## src/rtl/wbu_br_commit_pkg.sv

```systemverilog
// Shared flush encodings and exception-trace-word bit positions for the
// writeback branch-commit slice.
package wbu_br_commit_pkg;

    typedef enum logic [1:0] {
        FLUSH_NONE = 2'd0,
        FLUSH_BR   = 2'd1,
        FLUSH_EXC  = 2'd2
    } flush_kind_e;

    // ETW bit flagging a misaligned instruction-fetch target.
    localparam int ET_AdEL_IF = 4;

endpackage

```

## src/rtl/wbu_br_commit.sv

```systemverilog
// Writeback branch commit: writes link values, holds a taken branch until its
// delay slot commits, then broadcasts the branch flush and the fetch redirect.
module wbu_br_commit
    import wbu_br_commit_pkg::*;
#(
    parameter int BID_W = 4,
    parameter int ETW_W = 32
) (
    input  logic             clk,
    input  logic             rst,

    input  logic             res_tvalid,
    output logic             res_tready,
    input  logic [31:0]      res_target,
    input  logic             res_is_taken,
    input  logic [31:0]      res_val,
    input  logic [4:0]       res_rd,
    input  logic             res_rd_wen,
    input  logic [31:0]      res_PC,
    input  logic             res_is_delayslot,
    input  logic [BID_W-1:0] res_branch_id,
    input  logic [ETW_W-1:0] res_ETW,

    input  logic             ds_commit,
    input  logic [BID_W-1:0] ds_branch_id,
    input  logic             ext_flush,

    output logic             rf_wen,
    output logic [4:0]       rf_waddr,
    output logic [31:0]      rf_wdata,

    output logic             flush_tvalid,
    output logic [1:0]       flush_kind,
    output logic [BID_W-1:0] flush_branch_id,

    output logic             redir_tvalid,
    input  logic             redir_tready,
    output logic [31:0]      redir_target,

    output logic             exc_tvalid,
    output logic [31:0]      exc_epc,
    output logic [31:0]      exc_badvaddr
);

    typedef enum logic [1:0] {ST_IDLE, ST_WAIT_DS, ST_REDIR} state_e;

    state_e             state_q, state_d;
    logic [31:0]        target_q, target_d;
    logic [BID_W-1:0]   bid_q, bid_d;

    logic               rf_wen_q, rf_wen_d;
    logic [4:0]         rf_waddr_q, rf_waddr_d;
    logic [31:0]        rf_wdata_q, rf_wdata_d;
    logic               flush_tvalid_q, flush_tvalid_d;
    flush_kind_e        flush_kind_q, flush_kind_d;
    logic [BID_W-1:0]   flush_bid_q, flush_bid_d;
    logic               exc_tvalid_q, exc_tvalid_d;
    logic [31:0]        exc_epc_q, exc_epc_d;
    logic [31:0]        exc_badvaddr_q, exc_badvaddr_d;

    logic               adel;
    logic               accept;

    // The delay-slot flag and the other ETW bits are carried by the BRU but
    // play no part in commit decisions here.
    logic               unused_fields;
    assign unused_fields = ^{res_is_delayslot, res_ETW};

    assign adel = res_ETW[ET_AdEL_IF];

    always_comb begin
        // NOTE: every combinational output gets a default first so no path
        // leaves a value unassigned, which would otherwise infer a latch.
        state_d        = state_q;
        target_d       = target_q;
        bid_d          = bid_q;
        rf_wen_d       = 1'b0;
        rf_waddr_d     = '0;
        rf_wdata_d     = '0;
        flush_tvalid_d = 1'b0;
        flush_kind_d   = FLUSH_NONE;
        flush_bid_d    = '0;
        exc_tvalid_d   = 1'b0;
        exc_epc_d      = '0;
        exc_badvaddr_d = '0;
        res_tready     = 1'b0;

        // Accept a new result in the very cycle the redirect is taken.
        unique case (state_q)
            ST_IDLE:  res_tready = 1'b1;
            ST_REDIR: res_tready = redir_tready;
            default:  res_tready = 1'b0;
        endcase
        if (rst) begin
            res_tready = 1'b0;
        end
        accept = res_tvalid && res_tready;

        if (ext_flush) begin
            // A consumed result is simply dropped.
            state_d = ST_IDLE;
        end else begin
            unique case (state_q)
                ST_WAIT_DS: begin
                    if (ds_commit && (ds_branch_id == bid_q)) begin
                        flush_tvalid_d = 1'b1;
                        flush_kind_d   = FLUSH_BR;
                        flush_bid_d    = bid_q;
                        state_d        = ST_REDIR;
                    end
                end
                ST_REDIR: begin
                    if (redir_tready) begin
                        state_d = ST_IDLE;
                    end
                end
                default: ;
            endcase

            if (accept) begin
                rf_wen_d   = res_rd_wen && !adel;
                rf_waddr_d = res_rd;
                rf_wdata_d = res_val;
                if (adel) begin
                    exc_tvalid_d   = 1'b1;
                    exc_epc_d      = res_PC;
                    exc_badvaddr_d = res_target;
                    flush_tvalid_d = 1'b1;
                    flush_kind_d   = FLUSH_EXC;
                    flush_bid_d    = res_branch_id;
                end else if (res_is_taken) begin
                    target_d = res_target;
                    bid_d    = res_branch_id;
                    state_d  = ST_WAIT_DS;
                end
            end
        end
    end

    always_ff @(posedge clk) begin
        // NOTE: sequential state uses non-blocking assignments so every
        // register samples its pre-edge value regardless of statement order.
        if (rst) begin
            state_q        <= ST_IDLE;
            target_q       <= '0;
            bid_q          <= '0;
            rf_wen_q       <= 1'b0;
            rf_waddr_q     <= '0;
            rf_wdata_q     <= '0;
            flush_tvalid_q <= 1'b0;
            flush_kind_q   <= FLUSH_NONE;
            flush_bid_q    <= '0;
            exc_tvalid_q   <= 1'b0;
            exc_epc_q      <= '0;
            exc_badvaddr_q <= '0;
        end else begin
            state_q        <= state_d;
            target_q       <= target_d;
            bid_q          <= bid_d;
            rf_wen_q       <= rf_wen_d;
            rf_waddr_q     <= rf_waddr_d;
            rf_wdata_q     <= rf_wdata_d;
            flush_tvalid_q <= flush_tvalid_d;
            flush_kind_q   <= flush_kind_d;
            flush_bid_q    <= flush_bid_d;
            exc_tvalid_q   <= exc_tvalid_d;
            exc_epc_q      <= exc_epc_d;
            exc_badvaddr_q <= exc_badvaddr_d;
        end
    end

    assign rf_wen          = rf_wen_q;
    assign rf_waddr        = rf_waddr_q;
    assign rf_wdata        = rf_wdata_q;
    assign flush_tvalid    = flush_tvalid_q;
    assign flush_kind      = flush_kind_q;
    assign flush_branch_id = flush_bid_q;
    assign redir_tvalid    = (state_q == ST_REDIR);
    assign redir_target    = target_q;
    assign exc_tvalid      = exc_tvalid_q;
    assign exc_epc         = exc_epc_q;
    assign exc_badvaddr    = exc_badvaddr_q;

endmodule

```

## config.mk

```make
export PLATFORM = sky130hd
export DESIGN_NAME = wbu_br_commit
export DESIGN_NICKNAME = d
export VERILOG_FILES = /design/src/rtl/wbu_br_commit_pkg.sv /design/src/rtl/wbu_br_commit.sv
export SDC_FILE = /design/constraint.sdc
export NUM_CORES = 1
export LEC_CHECK = 0
export CAP_MARGIN = 20
export CORE_ASPECT_RATIO = 1.4
export CORE_MARGIN = 5
export CORE_UTILIZATION = 35
export CTS_BUF_LIST = sky130_fd_sc_hd__clkbuf_16
export DETAILED_ROUTE_END_ITERATION = 8
export PLACE_DENSITY = 0.75
export SYNTH_ARGS = -nofsm -noshare
export SYNTH_HDL_FRONTEND = slang
export SYNTH_SLANG_ARGS = --single-unit
```

## constraint.sdc

```tcl
create_clock -name clk -period 3.6 [get_ports clk]
set_input_delay 0.72 -clock clk [delete_from_list [all_inputs] [get_ports clk]]
set_output_delay 0.72 -clock clk [all_outputs]
set_load 0.05 [all_outputs]
```

==> impl_metrics.yaml <==
# synthesis and place-and-route metrics
outcome:
  run_status: "completed"
min_path:
  hold_class: "reg2reg"
drt:
  wirelength_um: 13700
  num_vias: 3975
  ant_nets: 0
  wl_per_cell_um: 16.0
  avgViaCountPerCell: 4.62
  drcViolationCount: 0
  drtIter0Drc: 113
clocking:
  cts_tree: "yes"
  ctsHoldBuffers: 0
  cts-buffers-inserted: 17
  cts_sinks: 147
  cts-resized-gates: 0
pwr:
  powerDensity_nw_per_um2: 491
  power.leakage_nw: 3.19
  seqPwrFrac_pct: 43.1
sta:
  worst_pin_slew_ps: 562
  setup_viol: 0
  max_slew_margin_pct: 62.4
  holdWs_ps: 452
  clock_skew_ps: 5.85
  setup_slack_ps: 493
critical_path:
  critPathArrivalTime_ps: 2390
  crit_end: "res_tready"
  crit_start: "redir_tready"
  startpoint_type: "input port"
  critical_path_class: "in2out"
  worstPathCellList: "clkdlybuf4s50_1 -> a21o_1 -> nor2b_1 -> clkdlybuf4s50_1"
  worst_ep_required_time_ps: 2880
final_layout:
  clkbuf_count: 17
  n_antenna_cell: 0
  drive_above_1_share_pct: 6.78
  comb_area_um2: 1440
  buffers: 269
  layout_top_cell: "clkdlybuf4s50_1"
  largest_class: "flip-flops and latches"
  nNetsFinal: 849
  fin_area_um2: 7880
  buffer_area_share_pct: 34.0
  mostFrequentLayoutCells: "260 x clkdlybuf4s50_1, 147 x dfxtp_1, 78 x nand2_1, 66 x and3_1, 40 x a21oi_1"
  logic_gate_count: 257
  regArea_um2: 2940
  nFillCells: 1022
placement:
  place_ws_ps: 490
  gp_congestion: 0.779
  dp_hpwl_um: 10300
synthesis:
  top_area_cell: "dfxtp_1"
  yosysTopAreaCellShare_pct: 64.6
  yosys.area_share.simple_pct: 24.2
  top_cells_by_count: "147 x dfxtp_1, 78 x nand2_1, 67 x and3_1, 40 x a21oi_1, 38 x and2_1"
  yosys-top-cells-area: "dfxtp_1 65%, and3_1 9.2%, nand2_1 6.4%, and2_1 5.2%, a21oi_1 4.4%"
  aoi_share_pct: 5.77
  adder_share_pct: 0.824
  synth_nets: 593
flow_run:
  tool_warnings: 60
die:
  rows: 49
  die_h_um: 145
[layer usage]
layer	part of all wire (%)	track usage, %
met1	35	17.7
met2	53	32.0
met3	9.0	7.16
met4	2.9	7.36
met5	0	0
[metrics by stage]
| step | std cells | utilization [%] |
|---|---|---|
| after floorplan | 440 | - |
| after global placement | 829 | 56.6 |
| after detailed placement | 829 | 56.6 |
| after CTS | 860 | 61.4 |
| after global routing | 861 | 61.5 |
| final | 861 | 61.5 |
[registers in the layout, indices dropped and copies added, names as in the netlist]
name and cells:
rf_wdata 32, exc_badvaddr 32, flush_tvalid 1, exc_tvalid 1, state_q 2, flush_branch_id 4
rf_waddr 5, bid_q 4, rf_wen 1, exc_epc 32, flush_kind 1, redir_target 32
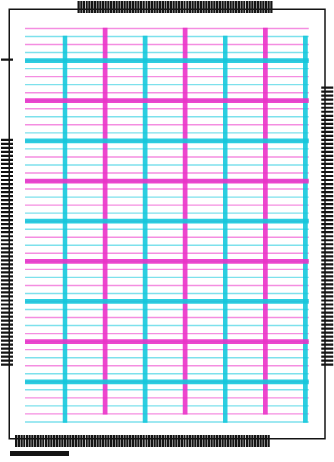
**Above:** power grid.
Scale bar: 20 um. Pins as bars on the die edge.
VDD: drawn in magenta. VSS: drawn in cyan.
50 met1 rails follow the rows. 9 straps on met5. 7 straps on met4.

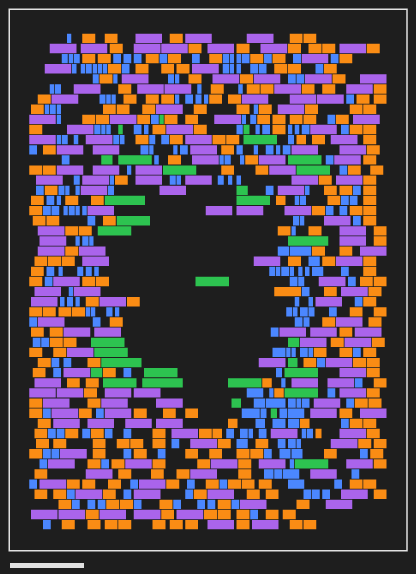
**Above:** cells coloured by class.
Scale bar: 20 um.
clock drivers and dummy loads: drawn in green, cells 31, share of their area 8.0%. remaining logic cells: drawn in blue, cells 261, share of their area 19%. registers: drawn in purple, cells 147, share of their area 38%. remaining buffers and delay cells: drawn in orange, cells 269, share of their area 35%.

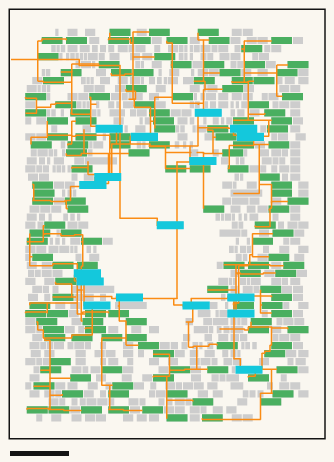
**Above:** routed clock nets over the placement.
Scale bar: 20 um.
clock wires: drawn in orange, length 1,750 um. clock-net drivers: drawn in cyan, count 17. flip-flops: drawn in green, count 147.
There are 18 routed clock nets. Position of the flops: spread over the die.

Power figures rest on the tool's default switching activity, not on a simulated workload.
